Fig. 1: routed metal, one colour a layer
The bar under the picture is 20 um long.
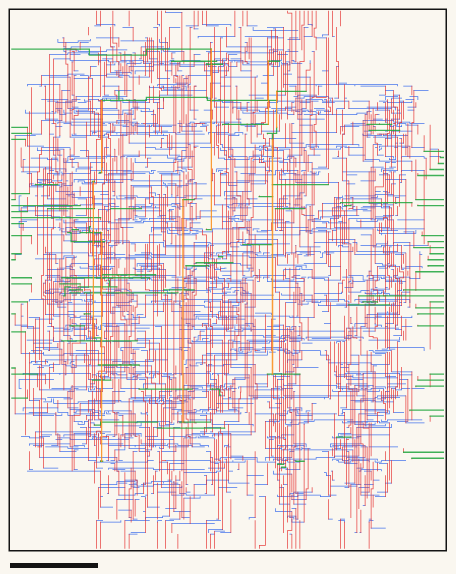
Fig. 2: gate families picked out
The bar under the picture is 20 um long.
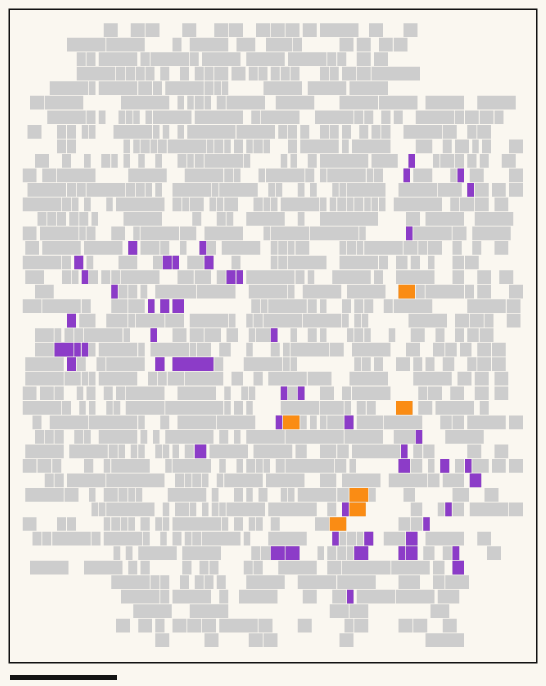
Fig. 3: placement density heat map
The die is cut into 10 by 12 equal tiles; dark blue is low, red is high, 0 to 100% covered.
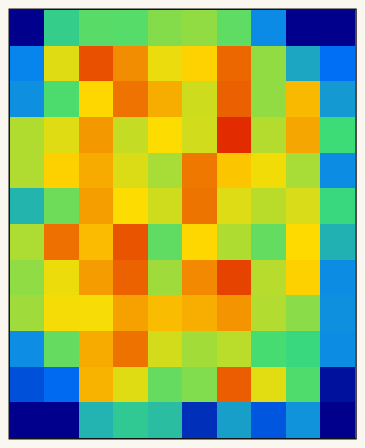
### src/rtl/dt_pkg.sv
// dt_pkg: shared record framing constants and FSM state type for the loader and decisiontree.
package dt_pkg;
  typedef enum logic [1:0] {ST_SYNC, ST_PAYLOAD, ST_CHECK, ST_HOLD} state_t;
  localparam int FRAME_LEN = 9;
  localparam int PAYLOAD_LEN = FRAME_LEN - 2;
  localparam int FLAG_EDU_LSB = 0;
  localparam int FLAG_EDU_MSB = 1;
  localparam int FLAG_NET = 2;
  localparam int FLAG_EXTRA = 3;
  localparam int FLAG_RSV_LSB = 4;
  localparam int FLAG_RSV_MSB = 7;
  localparam logic [7:0] DEF_SYNC_BYTE = 8'hA5;
  localparam int unsigned DEF_MAX_ATTEND = 9999;
endpackage

### src/rtl/record_validator.sv
// record_validator: combinational acceptance test for a received record frame.
module record_validator
  import dt_pkg::*;
#(
  parameter int unsigned MAX_ATTEND = DEF_MAX_ATTEND
) (
  input  logic [55:0] payload,
  input  logic [7:0]  sum,
  input  logic [7:0]  checksum,
  output logic        ok
);
  localparam logic [15:0] MAX_A = 16'(MAX_ATTEND);
  assign ok = (sum == checksum) && (payload[39:24] <= MAX_A)
           && (payload[FLAG_RSV_MSB:FLAG_RSV_LSB] == '0);
endmodule

### src/rtl/student_record_loader.sv
// student_record_loader: deframes serial student records into validated classifier features.
module student_record_loader
  import dt_pkg::*;
#(
  parameter logic [7:0]  SYNC_BYTE  = DEF_SYNC_BYTE,
  parameter int unsigned MAX_ATTEND = DEF_MAX_ATTEND
) (
  input  logic        clk,
  input  logic        reset,
  input  logic [7:0]  rx_data,
  input  logic        rx_valid,
  output logic        rx_ready,
  output logic [15:0] study_hours,
  output logic [15:0] attendance,
  output logic [15:0] past_scores,
  output logic [1:0]  parental_edu,
  output logic        internet_access,
  output logic        extracurricular,
  output logic        feat_valid,
  input  logic        feat_ready,
  output logic        rec_error,
  output logic [15:0] rec_count,
  output logic [7:0]  err_count
);
  state_t state;
  logic [2:0] cnt;
  logic [7:0] acc;
  logic [55:0] payload;
  logic ok;
  logic take;
  assign take = rx_valid && rx_ready;
  record_validator #(.MAX_ATTEND(MAX_ATTEND)) u_validator (
    .payload(payload), .sum(acc), .checksum(rx_data), .ok(ok)
  );
  // payload shifts in MSB-first so fields land at fixed big-endian positions
  always_ff @(posedge clk) begin
    if (reset) begin
      state <= ST_SYNC;
      cnt <= '0;
      acc <= '0;
      payload <= '0;
      rx_ready <= 1'b1;
      feat_valid <= 1'b0;
      rec_error <= 1'b0;
      rec_count <= '0;
      err_count <= '0;
      study_hours <= '0;
      attendance <= '0;
      past_scores <= '0;
      parental_edu <= '0;
      internet_access <= 1'b0;
      extracurricular <= 1'b0;
    end else begin
      rec_error <= 1'b0;
      case (state)
        ST_SYNC: if (take && rx_data == SYNC_BYTE) begin
          state <= ST_PAYLOAD;
          cnt <= '0;
          acc <= '0;
        end
        ST_PAYLOAD: if (take) begin
          payload <= {payload[47:0], rx_data};
          acc <= acc ^ rx_data;
          cnt <= cnt + 3'd1;
          if (cnt == 3'(PAYLOAD_LEN - 1)) state <= ST_CHECK;
        end
        ST_CHECK: if (take) begin
          if (ok) begin
            study_hours <= payload[55:40];
            attendance <= payload[39:24];
            past_scores <= payload[23:8];
            parental_edu <= payload[FLAG_EDU_MSB:FLAG_EDU_LSB];
            internet_access <= payload[FLAG_NET];
            extracurricular <= payload[FLAG_EXTRA];
            feat_valid <= 1'b1;
            rec_count <= rec_count + 16'd1;
            rx_ready <= 1'b0;
            state <= ST_HOLD;
          end else begin
            rec_error <= 1'b1;
            err_count <= (err_count == 8'hFF) ? err_count : err_count + 8'd1;
            state <= ST_SYNC;
          end
        end
        ST_HOLD: if (feat_ready) begin
          feat_valid <= 1'b0;
          rx_ready <= 1'b1;
          state <= ST_SYNC;
        end
        default: state <= ST_SYNC;
      endcase
    end
  end
endmodule

### config.mk
export PLATFORM = sky130hd
export DESIGN_NAME = student_record_loader
export DESIGN_NICKNAME = d
export VERILOG_FILES = /design/src/rtl/dt_pkg.sv /design/src/rtl/record_validator.sv /design/src/rtl/student_record_loader.sv
export SDC_FILE = /design/constraint.sdc
export NUM_CORES = 1
export LEC_CHECK = 0
export CORE_ASPECT_RATIO = 1.25
export CORE_MARGIN = 2
export CORE_UTILIZATION = 53
export CTS_CLUSTER_DIAMETER = 40
export DETAILED_ROUTE_END_ITERATION = 10
export PLACE_DENSITY = 0.77
export SETUP_SLACK_MARGIN = 0.4
export SLEW_MARGIN = 20
export SYNTH_ARGS = -nofsm -noshare
export SYNTH_HDL_FRONTEND = slang
export SYNTH_SLANG_ARGS = --single-unit
### constraint.sdc
create_clock -name clk -period 3 [get_ports clk]
set_input_delay 0.45 -clock clk [delete_from_list [all_inputs] [get_ports clk]]
set_output_delay 0.45 -clock clk [all_outputs]
set_load 0.1 [all_outputs]
==> Changelog: implementation <==
### Physical design

- R2r setup slk: ~600 ps
- First-pass GRT wire length: 24580 um
- Fin. Hold Viols: 0
- Non-CTS buffers: 102
- Sw frac: 19.41%
- Ports: 91
- Largest net degree at the start of global routing: 79
- Met3 Use GR: 5.164%
- Worst setup path endpoint: err_count[0]
- Final instance area: 7317 um^2
- P_clk: 2.22 mW
- Status: finished, final reports clean
- Peak VDD IR: 0.0004230 V
- Avg Vias per Cell: 5.774
- Chip area: 12020 um^2
- Layout area overhead: 23.77%
- Commonest cells in the synthesized netlist: nand2_1, dfxtp_1, a21oi_1
- Initial antenna violation count: 0
- Yosys cell count: 735
- Distinct lib cells used: 42
- Worst slew pin tran: 799.0 ps
- Pre-CTS setup slack: 222.8 ps
- Met3 routed wirelength: 684 um
- Inst Count DP: 914
- Critical path depth in cells: 6
- Grt ovf: 0
- Post-route ant nets: 0
- Non-clk invs: 4
- Sinks on Clock Net: 148
- Max FFs per register: about 56
- Data arrival, critical path: roughly 2700 ps
- CP max stage cell: or4_1
- Comb_multi_in: 525
- Yosys warns: 0
- Comb gate area: 2719 um^2
- TNS Setup: 0 ps
- Final Max Tran Viols: 0
- Most numerous logic cells after layout: nand2_1, dfxtp_1, a21oi_1
- FFs & Latches: 148
- Share of cells above drive strength 1: 17.06%
- Core ar.: 10980 um^2
- Max clock buf depth: 2
- CTS tree: yes
- GP Congestion: 0.8605
- Worst setup EP type: flip-flop
- Worst path cell trace: or2_2 -> or4_1 -> nand4_4 -> buf_12 -> and3_1 -> mux2_2
- Number of global-route vias before repair: 5085
- Ao+oa area frac: 19.70%
- Final WL: 14910 um
- MUX area fraction: 1.291%
- Iter 0 DRT Violations: 347
- Max Clk Rate: 418.7 MHz
- Reg with most FFs: payload
- Hold Crit Start: payload[48]
- Main power group: the clock network
- Gr usage total: 25.05%
- Seq pwr share: 46.1%
- Nets@finish: 814
- Total number of vias: ~5.5k
- Placed Area: 6694 um^2
- Yosys reg bits: approximately 150
- Adder Share, Synth: 0.8466%
- Total power: ~4.3 mW
- Routed wl met2: around 7700 um
- Worst-skew pair later-pin latency: 410 ps
- Pwr Density: roughly 580 nW/um^2
- I/O Buffers: 90
- Non-clock buffers, area share: 11.32%
- Top cell type's share of synthesized area: approximately 50%
- Comb group: 0.0773 mW
- Synthesis area per yosys: 5912 um^2
- Final hold slack: 456.9 ps
- Hold Path Stages: 2
- Tmin final: around 2400 ps
- Post-route setup slack: 611.8 ps
- Most common reg cell: dfxtp_1
- GRT Max-Usage Layer: met2
- WHS Endpoint: payload[48]
- Synth top cell by count: nand2_1
- M1 GR Usage: 30.84%
- Sequential power: 1.97 mW
- Synthesized area per cell: a little over 8 um^2
- Comb power frac: under 10%
- RSZ-0062 raised after global routing: false
- FILL cells: around 930
- Count of library flops with an enable pin: 0
- Critical Path Fanout Max: a little over 60
- CTS resizes: 0
- Log Warnings: 27
- Crit path from: payload[36]
- Leading cell kind: flip-flops and latches
- Leak: 2.622 nW
- Fin crit share: 79.61%
- Met2 GRT Util: 43.66%
- Leading area contributor after synthesis: dfxtp_1
- Final cell count without fillers: 944
- Metal-1 WL: 6238 um
- FF-to-FF Start: payload[36]
- Mapped cell area: 5912 um^2
- Yosys simple share: 22.43%
- Clkbuf count: 21
- Worst Skew: between 7 and 8 ps
- Sequential Area: 2963 um^2
- H-tree levels: 4
- Max cap viols: 0
- Clock buf/inv share: 8.516%
- XOR Share, Synth: 1.481%
- Slew margin rel.: between 40% and 50%
- Die Ht: 122.1 um
- Site Rows: 43
- Final Util: 66.67%
- Antenna Cells: 0
- Avg WL per Cell: 15.79 um
- DR top layer: met4
- Clk slew on worst S/H paths: 60 ps
- Drt pass-1 iters: 5
- FP Util: around 54%
- Fraction of area in registers: 40.49%
- Die Wd: 98.47 um
- Top cells, area: dfxtp_1, a21oi_1, nand2_1
- Clock power share: 52.1%
- Critical path class: flip-flop to flip-flop
- Floorplan Nets: 751
- CP Launch Type: flip-flop
- Worst path max stage delay: 580 ps
- CP top delay family: simple AND/OR/NAND/NOR gates
- Buf+Inv Stages, Crit Path: 1
- Final setup violation count: 0
- Hold Path Class: flip-flop to flip-flop
- Number of setup buffers added after CTS: 0
- FF-to-FF End: err_count[0]
- Detailed Place HPWL: about 9800 um
- Gate Count Post-Synth: around 740
- Tapcell count: roughly 140
- Root Buffer: clkbuf_16
- Dominant comb cell: simple AND/OR/NAND/NOR gates
- Worst endpoint required time: 3300 ps
-- Fig. 1 (at the start) --
legend:
  M3:
    colour: green
    wire_length: 685 um
  M1:
    colour: blue
    wire_length: 6240 um
  M4:
    colour: orange
    wire_length: 270 um
  M2:
    colour: red
    wire_length: 7720 um

-- Fig. 2 (at the start) --
legend:
  nor cells:
    colour: purple
    cells: 52
  non-inverting ao/oa cells:
    colour: orange
    cells: 6
logic share of the area: 37.16%
Commonest Layout Cell: nand2_1

-- Fig. 3 (at the start) --
nearly empty tiles: 5.0%
tiles over 75% full: 30%
emptiest ninth of the die: lower right

Power figures rest on the tool's default switching activity, not on a simulated workload.
